**config.mk**
```make
export PLATFORM = sky130hd
export DESIGN_NAME = ysyx_22040365_seq_ctrl
export DESIGN_NICKNAME = d
export VERILOG_FILES = /design/src/rtl/ysyx_22040365_seq_ctrl_pkg.sv /design/src/rtl/ysyx_22040365_fetch_timer.sv /design/src/rtl/ysyx_22040365_seq_ctrl.sv
export SDC_FILE = /design/constraint.sdc
export NUM_CORES = 1
export LEC_CHECK = 0
export ABC_AREA = 1
export CAP_MARGIN = 20
export CORE_ASPECT_RATIO = 1.75
export CORE_UTILIZATION = 25
export CTS_CLUSTER_DIAMETER = 100
export DETAILED_ROUTE_END_ITERATION = 16
export GPL_ROUTABILITY_DRIVEN = 0
export PLACE_DENSITY_LB_ADDON = 0.05
export SYNTH_ARGS = -nofsm -noshare
export SYNTH_HDL_FRONTEND = slang
export SYNTH_SLANG_ARGS = --single-unit
```
**constraint.sdc**
```tcl
create_clock -name clk -period 5.1 [get_ports clk]
set_clock_uncertainty 0.05 [all_clocks]
set_input_delay 0.765 -clock clk [delete_from_list [all_inputs] [get_ports clk]]
set_output_delay 0.765 -clock clk [all_outputs]
set_load 0.05 [all_outputs]
```
**src/rtl/ysyx_22040365_seq_ctrl_pkg.sv**
```systemverilog
// Shared definitions for the multi-cycle sequencer: state encodings,
// decoder class codes, reset PC and instruction width.
package ysyx_22040365_seq_ctrl_pkg;

    localparam int          INST_W           = 32;
    localparam logic [63:0] DEFAULT_RESET_PC = 64'h8000_0000;

    typedef enum logic [2:0] {
        ST_IDLE   = 3'd0,
        ST_FETCH  = 3'd1,
        ST_DECODE = 3'd2,
        ST_EXEC   = 3'd3,
        ST_WB     = 3'd4,
        ST_HALT   = 3'd5
    } state_t;

    localparam logic [1:0] INST_ILLEGAL = 2'b00;
    localparam logic [1:0] INST_ALU_I   = 2'b01;
    localparam logic [1:0] INST_EBREAK  = 2'b10;

    function automatic logic [63:0] next_pc(input logic [63:0] cur_pc);
        return cur_pc + 64'd4;
    endfunction

endpackage

```
**src/rtl/ysyx_22040365_fetch_timer.sv**
```systemverilog
// Fetch wait counter: counts enabled cycles since the last clear and flags
// the cycle on which the LIMIT-th enabled cycle occurs.
module ysyx_22040365_fetch_timer #(
    parameter int LIMIT = 16
) (
    input  logic clk,
    input  logic rst,
    input  logic clear,
    input  logic enable,
    output logic expire
);

    localparam int CNT_W = $clog2(LIMIT + 1);

    logic [CNT_W-1:0] count_reg;

    always_ff @(posedge clk or posedge rst) begin
        if (rst) begin
            count_reg <= '0;
        end else if (clear) begin
            count_reg <= '0;
        end else if (enable) begin
            count_reg <= count_reg + CNT_W'(1);
        end
    end

    // Fires during the LIMIT-th enabled cycle so the caller can leave on that edge.
    assign expire = enable && (count_reg == CNT_W'(LIMIT - 1));

endmodule

```
**src/rtl/ysyx_22040365_seq_ctrl.sv**
```systemverilog
// Multi-cycle sequencer: IDLE -> FETCH -> DECODE -> EXEC -> WB -> FETCH ...,
// halting on ebreak, illegal class or fetch timeout. Optional performance
// counters are enabled by defining YSYX_22040365_PERF_CNT_EN.
module ysyx_22040365_seq_ctrl
    import ysyx_22040365_seq_ctrl_pkg::*;
#(
    parameter logic [63:0] RESET_PC      = DEFAULT_RESET_PC,
    parameter int          FETCH_TIMEOUT = 16
) (
    input  logic              clk,
    input  logic              rst,
    input  logic              start,
    output logic              ifu_req,
    output logic [63:0]       ifu_addr,
    input  logic              ifu_rvalid,
    input  logic [INST_W-1:0] ifu_rdata,
    output logic [INST_W-1:0] inst,
    input  logic [1:0]        inst_type,
    output logic              ren_rs1,
    output logic              wen_rd,
    output logic [63:0]       pc,
    output logic              halt,
    output logic              illegal,
    output logic              fetch_err
`ifdef YSYX_22040365_PERF_CNT_EN
    ,
    output logic [63:0]       cycle_cnt,
    output logic [63:0]       instret_cnt
`endif
);

    state_t            state_reg, state_next;
    logic [63:0]       pc_reg;
    logic [INST_W-1:0] inst_reg;
    logic              illegal_reg, fetch_err_reg;
    logic              illegal_set, fetch_err_set;
    logic              timer_clear, timer_enable, timer_expire;

    assign timer_clear  = (state_reg != ST_FETCH);
    assign timer_enable = (state_reg == ST_FETCH) && !ifu_rvalid;

    ysyx_22040365_fetch_timer #(
        .LIMIT (FETCH_TIMEOUT)
    ) u_fetch_timer (
        .clk    (clk),
        .rst    (rst),
        .clear  (timer_clear),
        .enable (timer_enable),
        .expire (timer_expire)
    );

    always_ff @(posedge clk or posedge rst) begin
        if (rst) begin
            state_reg     <= ST_IDLE;
            pc_reg        <= RESET_PC;
            inst_reg      <= '0;
            illegal_reg   <= 1'b0;
            fetch_err_reg <= 1'b0;
        end else begin
            state_reg <= state_next;
            if (state_reg == ST_FETCH && ifu_rvalid) begin
                inst_reg <= ifu_rdata;
            end
            if (state_reg == ST_WB) begin
                pc_reg <= next_pc(pc_reg);
            end
            if (illegal_set) begin
                illegal_reg <= 1'b1;
            end
            if (fetch_err_set) begin
                fetch_err_reg <= 1'b1;
            end
        end
    end

    always_comb begin
        state_next    = state_reg;
        illegal_set   = 1'b0;
        fetch_err_set = 1'b0;
        ifu_req       = 1'b0;
        ren_rs1       = 1'b0;
        wen_rd        = 1'b0;
        halt          = 1'b0;
        case (state_reg)
            ST_IDLE: begin
                if (start) begin
                    state_next = ST_FETCH;
                end
            end
            ST_FETCH: begin
                ifu_req = 1'b1;
                // Data arriving on the expiry cycle still counts as a hit.
                if (ifu_rvalid) begin
                    state_next = ST_DECODE;
                end else if (timer_expire) begin
                    state_next    = ST_HALT;
                    fetch_err_set = 1'b1;
                end
            end
            ST_DECODE: begin
                case (inst_type)
                    INST_ALU_I:  state_next = ST_EXEC;
                    INST_EBREAK: state_next = ST_HALT;
                    default: begin
                        state_next  = ST_HALT;
                        illegal_set = 1'b1;
                    end
                endcase
            end
            ST_EXEC: begin
                ren_rs1    = 1'b1;
                state_next = ST_WB;
            end
            ST_WB: begin
                wen_rd     = 1'b1;
                state_next = ST_FETCH;
            end
            ST_HALT: begin
                halt = 1'b1;
            end
            default: begin
                state_next = ST_IDLE;
            end
        endcase
    end

    assign ifu_addr  = pc_reg;
    assign pc        = pc_reg;
    assign inst      = inst_reg;
    assign illegal   = illegal_reg;
    assign fetch_err = fetch_err_reg;

`ifdef YSYX_22040365_PERF_CNT_EN
    logic [63:0] cycle_cnt_reg, instret_cnt_reg;

    always_ff @(posedge clk or posedge rst) begin
        if (rst) begin
            cycle_cnt_reg   <= '0;
            instret_cnt_reg <= '0;
        end else begin
            if (state_reg != ST_IDLE && state_reg != ST_HALT) begin
                cycle_cnt_reg <= cycle_cnt_reg + 64'd1;
            end
            if (state_reg == ST_WB) begin
                instret_cnt_reg <= instret_cnt_reg + 64'd1;
            end
        end
    end

    assign cycle_cnt   = cycle_cnt_reg;
    assign instret_cnt = instret_cnt_reg;
`endif

endmodule

```
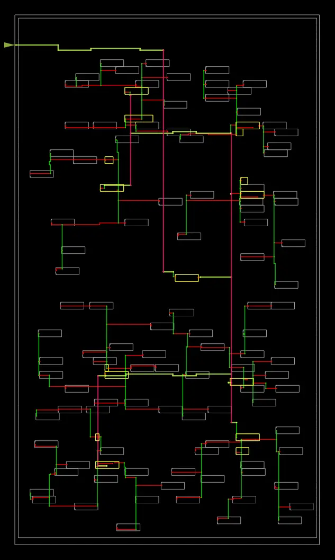
run_1/clock_nets.png
Num Clock Sinks: 104
insertion delay of the later-clocked pin in the worst-skew pair: 0.38 ns
CLK BUF: 12

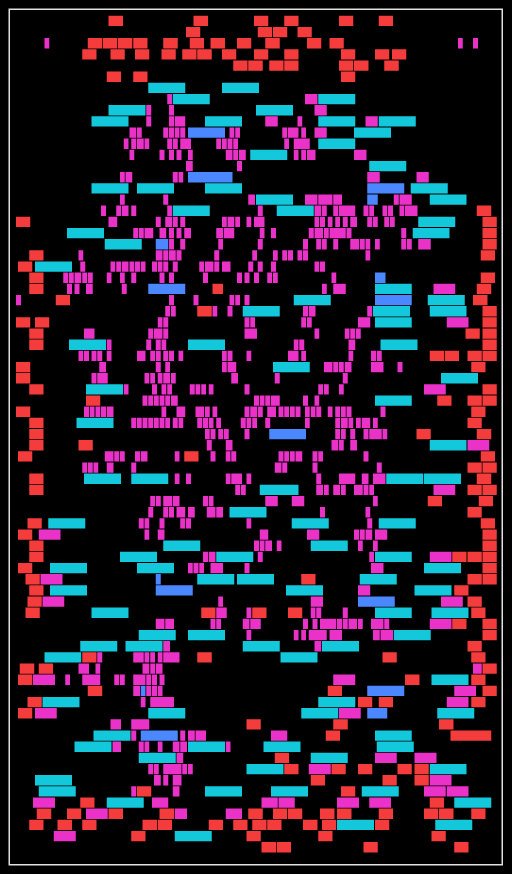
run_1/class_map.png
[red] remaining buffers and delay cells | cells: 201
[cyan] registers | cells: 104
[magenta] remaining logic cells | cells: 565
[blue] clock drivers and dummy loads | cells: 16

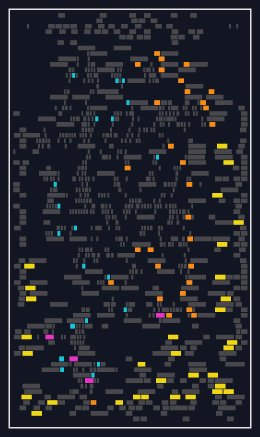
run_1/gates.png
[orange] xor and xnor cells | cells: 30 | most used: xnor2_1
[magenta] fa/ha/maj cells | cells: 4 | most used: ha_1
[yellow] mux cells | cells: 32 | most used: mux2_4
[cyan] aoi and oai cells | cells: 20 | most used: o21ai_0

==> PnR_summary.wiki, run 1 <==
== Run summary ==
{| class="wikitable"
! Metric !! Value
|-
| Run status || finished, final reports clean
|-
| WL met3 || just over 800 um
|-
| Path type of the worst setup path || register to output pin
|-
| Initial antenna violation count || 0
|-
| Power density cells || 196.7 nW/um2
|-
| Seq cells || about 100
|-
| Final sum of negative setup slack || 0 ns
|-
| Hold Path Stages || 1
|-
| Net switching fraction of the power || between 20% and 30%
|-
| Portion of synthesized cell area occupied by the leading cell type || roughly 43%
|-
| Count of max-cap constraint violations || 0
|-
| IR drop worst, VDD || roughly 0.16 mV
|-
| Detailed Route WL || slightly below 20000 um
|-
| Register-to-register setup slack || 2.93 ns
|-
| Chip area estimate from yosys synthesis || roughly 6100 um2
|-
| Final Non-Filler Cells || ~1200
|-
| Met1 track utilization from global routing || 17.91%
|-
| Crit path launch type || register
|-
| Dominant non-sequential cell family after synthesis || simple AND/OR/NAND/NOR gates
|-
| Residual overflow from global routing || 0
|-
| Number of flip-flops under the largest register name || 62
|-
| Slew HR || between 50% and 60%
|-
| AND-OR/OR-AND Cells, Area Fraction || roughly 2.1%
|-
| GR peak layer || met2
|-
| Iter 0 DRT Violations || approximately 230
|-
| Detailed-routing iteration count for the pre-antenna-repair pass || 6
|-
| Number of setup buffers added after CTS || 0
|-
| Worst Tran Pin Value || 0.6393 ns
|-
| Clock tree buffer depth || 2
|-
| Yosys cell count || approximately 740
|-
| NumNets Final || just over 900
|-
| Routed met2 length || approximately 11000 um
|-
| Origin of the worst min-delay path || illegal
|-
| Post-cts resize count || 0
|-
| HPWL after detailed placement || approximately 15000 um
|-
| Total number of multi-input combinational cells || roughly 490
|}
==> run 2: changes to the inputs <==
- clock period: 5.1 -> 3.4 ns (I/O delays scaled with it)
==> PnR_summary.wiki, run 2 <==
== Run summary ==
{| class="wikitable"
! Metric !! Value
|-
| Run status || finished, final reports clean (unchanged)
|-
| Worst Tran Pin Value || 0.6664 ns (was 0.6393 ns)
|-
| Total number of multi-input combinational cells || 492 (unchanged)
|-
| Dominant non-sequential cell family after synthesis || simple AND/OR/NAND/NOR gates (unchanged)
|-
| Iter 0 DRT Violations || 197 (was 231)
|-
| Number of flip-flops under the largest register name || 62 (unchanged)
|-
| Final Non-Filler Cells || 1194 (unchanged)
|-
| Met1 track utilization from global routing || 18.26% (was 17.91%)
|-
| Chip area estimate from yosys synthesis || 6063 um2 (unchanged)
|-
| Post-cts resize count || 0 (unchanged)
|-
| Num Clock Sinks || 104 (unchanged)
|-
| Number of setup buffers added after CTS || 0 (unchanged)
|-
| IR drop worst, VDD || 0.2663 mV (was 0.1585 mV)
|-
| HPWL after detailed placement || 15370 um (was 15320 um)
|-
| Slew HR || 55.57% (was 57.34%)
|-
| Net switching fraction of the power || 22.76% (was 22.97%)
|-
| Crit path launch type || register (unchanged)
|-
| Detailed-routing iteration count for the pre-antenna-repair pass || 6 (unchanged)
|-
| Path type of the worst setup path || register to output pin (unchanged)
|-
| Clock tree buffer depth || 2 (unchanged)
|-
| Hold Path Stages || 1 (unchanged)
|-
| Portion of synthesized cell area occupied by the leading cell type || 42.51% (unchanged)
|-
| Final sum of negative setup slack || 0 ns (unchanged)
|-
| Origin of the worst min-delay path || illegal (unchanged)
|-
| Yosys cell count || 737 (unchanged)
|}
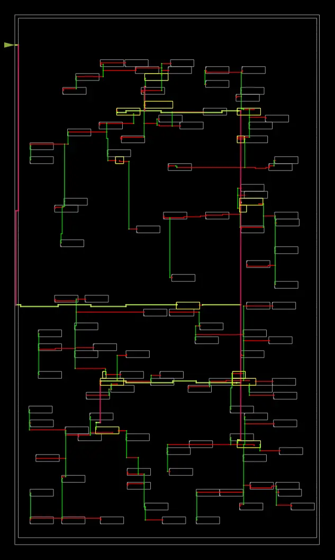
run_2/clock_nets.png
number of buffers inserted during clock tree synthesis: 9
clock group total power: 0.00110 W
insertion delay of the later-clocked pin in the worst-skew pair: 0.37 ns
Seq cells: 104
CLK BUF: 11

Power figures rest on the tool's default switching activity, not on a simulated workload.
